`config.mk`:
```
export PLATFORM = sky130hd
export DESIGN_NAME = dep_issue_scheduler
export DESIGN_NICKNAME = d
export VERILOG_FILES = /design/src/rtl/dep_issue_scheduler.sv
export SDC_FILE = /design/constraint.sdc
export NUM_CORES = 1
export LEC_CHECK = 0
export CORE_ASPECT_RATIO = 1.5
export CORE_UTILIZATION = 58
export DETAILED_ROUTE_END_ITERATION = 8
export PLACE_DENSITY = 0.76
export SLEW_MARGIN = 20
export SYNTH_ARGS = -nofsm -noshare
export SYNTH_HDL_FRONTEND = slang
export SYNTH_SLANG_ARGS = --single-unit
```
`constraint.sdc`:
```
create_clock -name clk -period 11.2 [get_ports clk]
set_clock_uncertainty 0.1 [all_clocks]
set_input_delay 1.12 -clock clk [delete_from_list [all_inputs] [get_ports clk]]
set_output_delay 1.12 -clock clk [all_outputs]
set_load 0.02 [all_outputs]
```
`src/rtl/dep_issue_scheduler.sv`:
```
// dep_issue_scheduler
//   Dependency-matrix issue scheduler. Each instruction-buffer slot holds a
//   dependency row; a slot becomes ready once its row is all-zero, is offered
//   over a registered valid/ready issue port, and is freed when it completes.
//   Completion clears the completing slot's column in every row.
//
// Parameters
//   bs              number of buffer slots (power of two, >= 2)
//
// Ports
//   clk, rst        clock; asynchronous active-high reset
//   alloc_*         allocate slot alloc_index with dependency vector alloc_idt
//   complete_*      slot complete_index finished execution
//   issue_valid/index/ready   registered issue offer and accept handshake
//   occupancy, full, empty    count of allocated, not yet completed slots
//   err             one-cycle pulse: alloc to occupied slot, or completion
//                   of a slot that is not issued
//
// Build option
//   ROUND_ROBIN_ISSUE_EN  when defined, selection starts at a round-robin
//                         pointer instead of fixed lowest-index priority.
module dep_issue_scheduler #(
   parameter int unsigned bs = 16
) (
   input  logic                  clk,
   input  logic                  rst,
   input  logic                  alloc_valid,
   input  logic [$clog2(bs)-1:0] alloc_index,
   input  logic [bs-1:0]         alloc_idt,
   input  logic                  complete_valid,
   input  logic [$clog2(bs)-1:0] complete_index,
   output logic                  issue_valid,
   output logic [$clog2(bs)-1:0] issue_index,
   input  logic                  issue_ready,
   output logic [$clog2(bs):0]   occupancy,
   output logic                  full,
   output logic                  empty,
   output logic                  err
);

   localparam int unsigned IW = $clog2(bs);

   logic [bs-1:0] valid_q, valid_d;
   logic [bs-1:0] issued_q, issued_d;
   logic [bs-1:0] row_q [bs];
   logic [bs-1:0] row_d [bs];
   logic          issue_valid_q, issue_valid_d;
   logic [IW-1:0] issue_index_q, issue_index_d;
   logic [IW:0]   occ_q, occ_d;
   logic          err_q, err_d;

   logic          hs, comp_ok, alloc_free, alloc_ok, load, found;
   logic [bs-1:0] ready, new_row;
   logic [IW-1:0] start, idx, sel;

`ifdef ROUND_ROBIN_ISSUE_EN
   logic [IW-1:0] rr_ptr_q, rr_ptr_d;
`endif

   always_comb begin
      hs         = issue_valid_q & issue_ready;
      comp_ok    = complete_valid & valid_q[complete_index] & issued_q[complete_index];
      // a slot completing this cycle is freed before the alloc is considered
      alloc_free = ~valid_q[alloc_index] | (comp_ok & (complete_index == alloc_index));
      alloc_ok   = alloc_valid & alloc_free;

      // the slot sitting in the output register (held or handshaking) is excluded
      for (int unsigned s = 0; s < bs; s++) begin
         ready[s] = valid_q[s] & ~issued_q[s] & (row_q[s] == '0);
      end
      if (issue_valid_q) ready[issue_index_q] = 1'b0;

`ifdef ROUND_ROBIN_ISSUE_EN
      // pointer advances on handshake; the reload in that same edge already
      // searches from the advanced position
      rr_ptr_d = hs ? issue_index_q + {{(IW-1){1'b0}}, 1'b1} : rr_ptr_q;
      start    = rr_ptr_d;
`else
      start    = '0;
`endif
      found = 1'b0;
      sel   = '0;
      idx   = '0;
      for (int unsigned k = 0; k < bs; k++) begin
         idx = start + IW'(k);
         if (!found && ready[idx]) begin
            sel   = idx;
            found = 1'b1;
         end
      end

      new_row = alloc_idt;
      new_row[alloc_index] = 1'b0;
      if (complete_valid) new_row[complete_index] = 1'b0;

      // applied in order: completion, alloc, handshake
      valid_d  = valid_q;
      issued_d = issued_q;
      row_d    = row_q;
      if (comp_ok) begin
         for (int unsigned r = 0; r < bs; r++) row_d[r][complete_index] = 1'b0;
         valid_d[complete_index]  = 1'b0;
         issued_d[complete_index] = 1'b0;
      end
      if (alloc_ok) begin
         row_d[alloc_index]    = new_row;
         valid_d[alloc_index]  = 1'b1;
         issued_d[alloc_index] = 1'b0;
      end
      if (hs) issued_d[issue_index_q] = 1'b1;

      occ_d = occ_q + {{IW{1'b0}}, alloc_ok} - {{IW{1'b0}}, comp_ok};
      err_d = (alloc_valid & ~alloc_free) | (complete_valid & ~comp_ok);

      load          = ~issue_valid_q | issue_ready;
      issue_valid_d = load ? found : issue_valid_q;
      issue_index_d = load ? sel   : issue_index_q;
   end

   always_ff @(posedge clk or posedge rst) begin
      if (rst) begin
         valid_q       <= '0;
         issued_q      <= '0;
         for (int unsigned r = 0; r < bs; r++) row_q[r] <= '0;
         issue_valid_q <= 1'b0;
         issue_index_q <= '0;
         occ_q         <= '0;
         err_q         <= 1'b0;
`ifdef ROUND_ROBIN_ISSUE_EN
         rr_ptr_q      <= '0;
`endif
      end else begin
         valid_q       <= valid_d;
         issued_q      <= issued_d;
         for (int unsigned r = 0; r < bs; r++) row_q[r] <= row_d[r];
         issue_valid_q <= issue_valid_d;
         issue_index_q <= issue_index_d;
         occ_q         <= occ_d;
         err_q         <= err_d;
`ifdef ROUND_ROBIN_ISSUE_EN
         rr_ptr_q      <= rr_ptr_d;
`endif
      end
   end

   assign issue_valid = issue_valid_q;
   assign issue_index = issue_index_q;
   assign occupancy   = occ_q;
   assign full        = (occ_q == (IW+1)'(bs));
   assign empty       = (occ_q == '0);
   assign err         = err_q;

endmodule
```
==> GITHUB_STEP_SUMMARY, run 1 <==
### Metrics collected by this job

| Metric | Value |
|---|---|
| Outcome | `complete, no violations` |
| Critical path launch point type | `input port` |
| CTS tree | `done` |
| Final core utilization | `67.0%` |
| Top cell type's share of synthesized area | `54.0%` |
| R2R Setup Slk | `7.55 ns` |
| Yosys Instances | `1287` |
| XOR Share, Synth | `0.505%` |
| H-tree depth | `1` |
| # hold bufs at CTS | `0` |
| Post-route cell area | `15600 um^2` |
| Vias in the first global route | `10701` |
| DR WL met3 | `3150 um` |
| CTS Root Cell | `clkbuf_16` |
| Setup bufs post-CTS | `0` |
| Routed met1 length | `15700 um` |
| Top cells by area in the synthesized netlist | `dfrtp_1 (54%), mux2i_1 (18%), nand2_1 (8.9%)` |
| Met3 Resource Use GR | `5.57%` |
| Mapped Nets | `1323` |
| Crit path cell chain | `clkdlybuf4s50_1, nand2b_1, o21ai_0, o22ai_1, buf_4, a221oi_4, buf_4, nand2b_1, ha_1, inv_1, ha_1, inv_1, fa_1, inv_1, a21oi_1, nor2_1, nor2_1, xnor2_1` |
| Clock transition at path regs | `0.06 ns` |
| Die W | `128 um` |
| Sink Count | `299` |
| FFs w/ async S/R, synth | `100%` |
| Cell Area, Synth | `13900 um^2` |
| Antenna violations before repair | `0` |
| Die height | `191 um` |
| Slew HR | `26.2%` |
| Main logic family | `multiplexers` |
| I/O Pins | `42` |
| Synth Warn # | `0` |
| Detailed Place HPWL | `27300 um` |
| Insertion Delay late pin | `0.56 ns` |
| Setup violators final | `0` |
| Met2 Usage GRT | `58.6%` |
| ANT cells | `0` |
| Critical Path End Type | `register` |
| Synth Instances | `1287` |
| Simple-gate share of the synthesized area | `18.2%` |
| First-pass GRT wire length | `63900 um` |
| Synth mux share | `18.5%` |
| Leakage Power | `6.74 nW` |
| Drt drc | `0` |
| CP required | `11.54 ns` |
| Inst Count DP | `1596` |
| Post-synth EDFFs | `0` |
| Area delta synth->final | `12.2%` |
| Area after DPL | `14600 um^2` |
| Clock Tree Buf Depth | `3` |
| Total chip power | `0.00347 W` |
| Top sig layer | `met4` |
| CTS Buf Count | `28` |
| CORE AREA | `23200 um^2` |
| Chip Area, Yosys | `13900 um^2` |
| Final #Nets | `1347` |
| Max-Cap Viols | `0` |
| Top-count cell post-synth | `nand2_1` |
| Crit Path Category | `input port to register` |
| Top cell excl fill/tap | `nand2_1` |
| Post-synth top area cell | `dfrtp_1` |
| Final ANT Viol Nets | `0` |
| Max Fclk | `0.207 GHz` |
| First-iteration detailed-routing DRC count | `969` |
| Unrepaired setup endpoints after global routing | `no` |
| WL/cell | `25.5 um` |
| Worst-margin pin slew | `1.10 ns` |
| Largest net degree at the start of global routing | `88` |
| Post-synth cell types | `58` |
| Rows | `68` |
| Area fraction in compound gates | `4.90%` |
| Layout Cells excl Fill | `1646` |
| Init Core Util | `59.7%` |
| Worst r2r src | `valid_q[13]$_DFF_PP0_` |
| End of the worst register-to-register path | `occupancy[4]$_DFF_PP0_` |
| WHS Path Cells | `2` |
| Post-CTS Resized | `0` |
| Critical path peak fanout | `23` |
| First-pass iteration count of the detailed router | `8` |
| Pwr per Cell Area | `223 nW/um^2` |
| I/O Buffers | `41` |
| CP peak stage delay | `1.06 ns` |
| Overall Global Routing Usage | `35.3%` |
| Top cells by count | `nand2_1 (327), dfrtp_1 (299), mux2i_1 (246)` |
| HP Start | `row_q[150]$_DFF_PP0_` |
| Top cells excl fill/tap | `nand2_1 (327), dfrtp_1 (299), mux2i_1 (246)` |
| Arr. time, crit path | `5.16 ns` |
| Routing usage on met1 | `43.9%` |
| Log Warnings | `27` |
| Final GP Congestion | `0.981` |
| Mapped Avg Cell Area | `10.8 um^2` |
| Hold endpoint | `row_q[150]$_DFF_PP0_` |
| Setup_tns | `0 ns` |
| Min Tclk post-route | `4.82 ns` |
run 1: worst max-delay path by stage:
| stage | cells after the start | to | slack [ns] | startpoint |
|---|---|---|---|---|
| 5_1_grt | 18 | occupancy[4]$_DFF_PP0_ | 6.14 | complete_index[0] |
| 6_report | 18 | occupancy[4]$_DFF_PP0_ | 6.38 | complete_index[0] |
| 2_1_floorplan | 1 | err$_DFF_PP0_ | 1.72 | rst |
| 3_3_place_gp | 18 | occupancy[4]$_DFF_PP0_ | 5.93 | complete_index[0] |
| 4_1_cts | 18 | occupancy[4]$_DFF_PP0_ | 6.42 | complete_index[0] |
| 3_5_place_dp | 18 | occupancy[4]$_DFF_PP0_ | 5.86 | complete_index[0] |
run 1: layout make-up:
type,instances,area [um^2]
Multi-Input combinational cell,897,6000
Clock inverter,11,196
Timing Repair Buffer,74,662
Fill cell,1772,7660
Tap cell,315,394
Inverter,11,48.8
Clock buffer,39,782
Sequential cell,299,7480
run 1: critical path: cells and delay by family:
kind,cells,cell delay [ns]
fa+ha+maj,3,0.82
xor+xnor,1,0.11
compound gates,4,0.68
buf+inv,6,1.84
simple gates,4,0.60
run 1: registers in the layout, indices dropped and copies added (netlist names):
name and flops:
err 1, issue_index 4, issue_valid 1, issued_q 16
occupancy 5, row_q 256, valid_q 16
run 1: per-stage QoR:
step / hold slack [ns] / worst slack (ns)
after floorplan: 0.362 / 1.72
after global routing: 0.411 / 6.14
final: 0.399 / 6.38
after detailed placement: 0.382 / 5.86
after CTS: 0.391 / 6.42
after global placement: 0.376 / 5.93
run 1: power by group:
part           leakage, nW  internal [W]  switching, W
Sequential            3.86       0.00140      0.000247
Clock                0.472      0.000602      0.000411
Combinational         2.41      0.000341      0.000468
### Selected gate families, run 1

The bar under the picture is 50 um long.
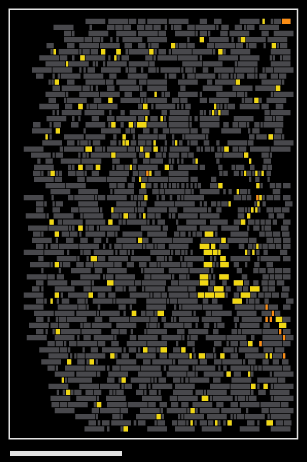
color	family	cells	most used
orange	inv cells	11	inv_1
yellow	nor cells	139	nor4_1

### Wiring by layer, run 1

The bar under the picture is 50 um long.
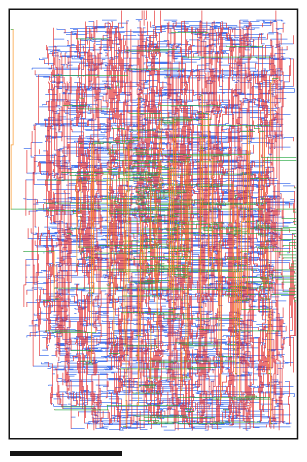
color	layer	wire length
green	metal 3	3150 um
red	metal 2	20.3 mm
blue	metal 1	15700 um
orange	metal 4	2740 um

### Placement by cell class, run 1

The bar under the picture is 50 um long. Fill, decap, tap and diode cells in gray.
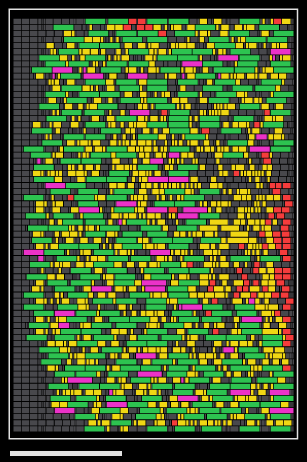
color	class	cells
red	remaining buffers and delay cells	74
green	sequential cells	299
yellow	combinational and other logic	908
magenta	clock drivers and dummy loads	50

### Placed standard cells, run 1

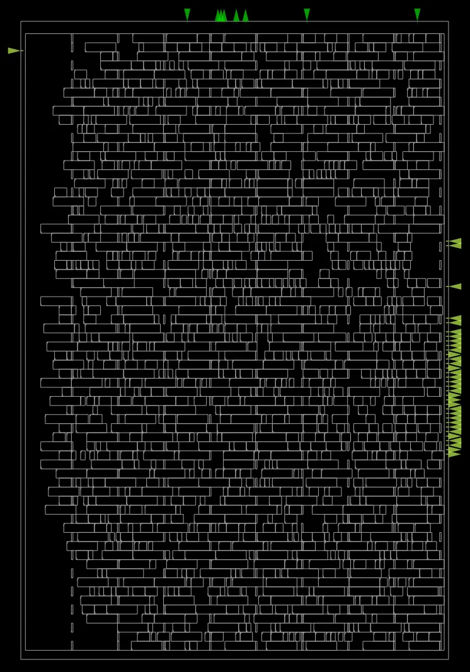

## Run 2: what changed since run 1
==> constraint.sdc (replaced) <==
create_clock -name clk -period 4.7 [get_ports clk]
set_clock_uncertainty 0.1 [all_clocks]
set_input_delay 0.47 -clock clk [delete_from_list [all_inputs] [get_ports clk]]
set_output_delay 0.47 -clock clk [all_outputs]
set_load 0.02 [all_outputs]
### Placed standard cells, run 2

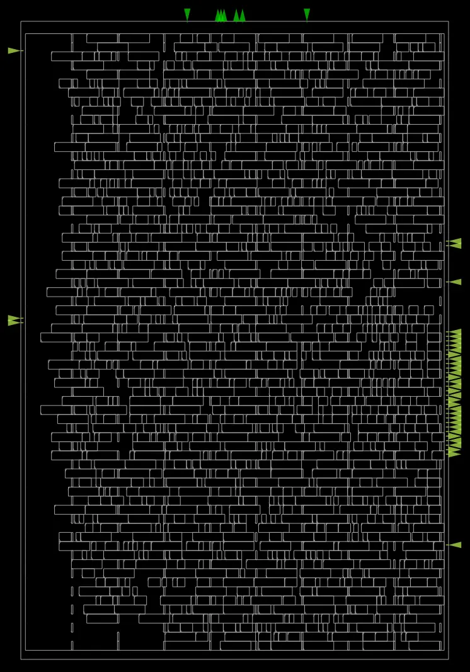
FFs & Latches: 299
CORE AREA: 23200 um^2

### M4 wires, run 2

The bar under the picture is 50 um long.
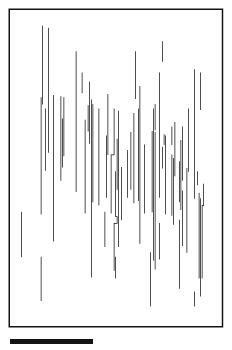
longest straight run	107 um
share of all routed wire	6.8%

==> run 2 against run 1 <==
Synthesized area stayed put. Register-to-register slack worse by 6.1 ns. Synthesized cell count stayed put. Non-clock buffer count is 8 higher. Critical path depth is 2 lower. Cell area is 0.19% lower. Clock power is 120% higher. Sequential cell count stayed put. Global-route usage is 1.2 points lower. Routed wire length is 2.9% lower.
==> GITHUB_STEP_SUMMARY, run 2 <==
### Metrics collected by this job

| Metric | Value |
|---|---|
| Final ANT Viol Nets | `0` |
| First-iteration detailed-routing DRC count | `960` |
| Max Fclk | `0.280 GHz` |
| Max FFs per register | `256` |
| Critical path launch point type | `input port` |
| First-pass iteration count of the detailed router | `5` |
| Crit path max-delay family | `buffers and inverters` |
| Sink Count | `299` |
| Synth Warn # | `0` |
| Largest regs | `row_q: 256 flops, issued_q: 16 flops, valid_q: 16 flops` |
| Crit path cell chain | `clkdlybuf4s50_1, mux4_2, nor2b_1, a211oi_2, a221oi_4, nand2b_1, ha_1, inv_1, ha_1, inv_1, fa_1, inv_1, a21oi_1, nor2_1, nor2_1, xnor2_1` |
| Fin crit share | `76.1%` |
| Critical path peak fanout | `12` |
| CP Buf/Inv Count | `4` |
| Post-synth top area cell | `dfrtp_1` |
| CP required | `5.03 ns` |
| Top cells by area in the synthesized netlist | `dfrtp_1 (54%), mux2i_1 (18%), nand2_1 (8.9%)` |
| XOR Share, Synth | `0.505%` |
| Init Core Util | `59.7%` |
| Setup_tns | `0 ns` |
| Insertion Delay late pin | `0.55 ns` |
| Reg with most FFs | `row_q` |
| Top cell type's share of synthesized area | `54.0%` |
| Final GP Congestion | `0.942` |
| Die height | `191 um` |
| First-pass GRT wire length | `62100 um` |
| Overall Global Routing Usage | `34.1%` |
| I/O Pins | `42` |
| Cell Area, Synth | `13900 um^2` |
| Chip Area, Yosys | `13900 um^2` |
| Cell repeated most along the worst path | `inv_1` |
| Chip area | `24500 um^2` |
| Reg area | `7480 um^2` |
| Top-count cell post-synth | `nand2_1` |
| Critical Path End Type | `register` |
| Mapped Avg Cell Area | `10.8 um^2` |
| Worst vdd ir | `313 uV` |
| CTS tree | `done` |
| R2R depth | `15` |
| Critical path's slowest cell | `clkdlybuf4s50_1` |
| Yosys Instances | `1287` |
| Drt drc | `0` |
| Top cells excl fill/tap | `nand2_1 (327), dfrtp_1 (299), mux2i_1 (246)` |
| WL/cell | `24.6 um` |
| Vias in the first global route | `10694` |
| Vias | `10491` |
| Top cells by count | `nand2_1 (327), dfrtp_1 (299), mux2i_1 (246)` |
| Crit path depth | `16` |
| Setup violators final | `0` |
| Post-Synth Adder-Cell Area | `0.686%` |
| Pwr per Cell Area | `515 nW/um^2` |
| Final #Nets | `1355` |
| Post-synth cell types | `58` |
| CTS Buf Count | `28` |
| Setup bufs post-CTS | `0` |
| Main logic family | `multiplexers` |
| Die W | `128 um` |
| Detailed Place HPWL | `26500 um` |
| Top cell excl fill/tap | `nand2_1` |
| Outcome | `complete, no violations` |
| CP peak stage delay | `0.80 ns` |
| Worst Hold Margin | `0.239 ns` |
| # hold bufs at CTS | `0` |
| Antenna violations before repair | `1` |
| Area delta synth->final | `12.0%` |
| Rows | `68` |
| Slew HR | `30.4%` |
| H-tree depth | `1` |
| Leakage Power | `6.74 nW` |
| Fillcell total | `1796` |
| Worst-margin pin slew | `1.04 ns` |
| Post-CTS Resized | `0` |
| Final core utilization | `66.9%` |
| Clock Tree Buf Depth | `3` |
| Inst Count DP | `1604` |
| Layout Cells excl Fill | `1652` |
| Final hold viol count | `0` |
| Largest net degree at the start of global routing | `132` |
| Arr. time, crit path | `3.90 ns` |
| I/O Buffers | `41` |
| Post-synth EDFFs | `0` |
| CTS Root Cell | `clkbuf_16` |
| Min Tclk post-route | `3.57 ns` |
| Log Warnings | `33` |
| FFs w/ async S/R, synth | `100%` |
| Area fraction in compound gates | `4.90%` |
| Synth mux share | `18.5%` |
| Logic area | `5990 um^2` |
| Share of cells above drive strength 1 | `8.46%` |
| Crit Path Category | `input port to register` |
| Unrepaired setup endpoints after global routing | `no` |
| Simple-gate share of the synthesized area | `18.2%` |
| Hold Crit Class | `input port to async pin` |
| Mapped Nets | `1323` |
| Max-Cap Viols | `0` |
| WL final | `40700 um` |
| Synth Instances | `1287` |
| Clock transition at path regs | `0.07 ns` |
## run 2: cell count changes in the layout (fill, tap and decap cells not counted), sizes merged
cell,delta
diode,+1
clkinv,-1
bufinv,-5
inv,-1
buf,+8
clkbuf,+4
## run 2: where the power goes
part	leakage [nW]	switching (W)	total (W)	internal [W]
combinational	2.45	0.00109	0.00191	0.000816
clock	0.428	0.000965	0.00220	0.00123
sequential	3.86	0.000569	0.00390	0.00333
total	6.74	0.00263	0.00801	0.00538
## run 2: metal layers
metal	global-route usage, %	vias up	share of wire [%]
li1	-	4554	-
met1	41.8	5279	38
met2	55.7	519	48
met3	5.85	139	7.1
met4	21.7	0	6.8
met5	0	-	0
## run 2: cell type report
class                      instances  area share (%)
clock inverter                     4           0.169
tap                              315            2.54
sequential                       299            48.2
multi-input combinational        897            38.6
antenna                            1          0.0161
clock buffer                      43            5.46
timing repair buffer              82            4.78
inverter                          11           0.290
## run 2: path summary, 6_finish.rpt
kind | startpoint | end | slack, ns
min in group clk | row_q[135]$_DFF_PP0_ | row_q[135]$_DFF_PP0_ | 0.40
worst min register to register | row_q[135]$_DFF_PP0_ | row_q[135]$_DFF_PP0_ | 0.40
worst max register to register | valid_q[3]$_DFF_PP0_ | occupancy[4]$_DFF_PP0_ | 1.47
max in group asynchronous | rst | row_q[6]$_DFF_PP0_ | 3.17
worst max-delay path | alloc_index[0] | occupancy[4]$_DFF_PP0_ | 1.13
worst min-delay path | rst | occupancy[2]$_DFF_PP0_ | 0.24
## run 2: through the flow
step / instance area [um^2] / worst slack, ns / power, W
floorplan: 13900 / 0.157 / 0.00505
global placement: 14700 / 0.639 / 0.00569
detailed placement: 14700 / 0.570 / 0.00580
CTS: 15500 / 1.14 / 0.00800
global route: 15500 / 0.968 / 0.00838
finish: 15500 / 1.13 / 0.00801
Power is estimated from default activity; no workload was simulated.
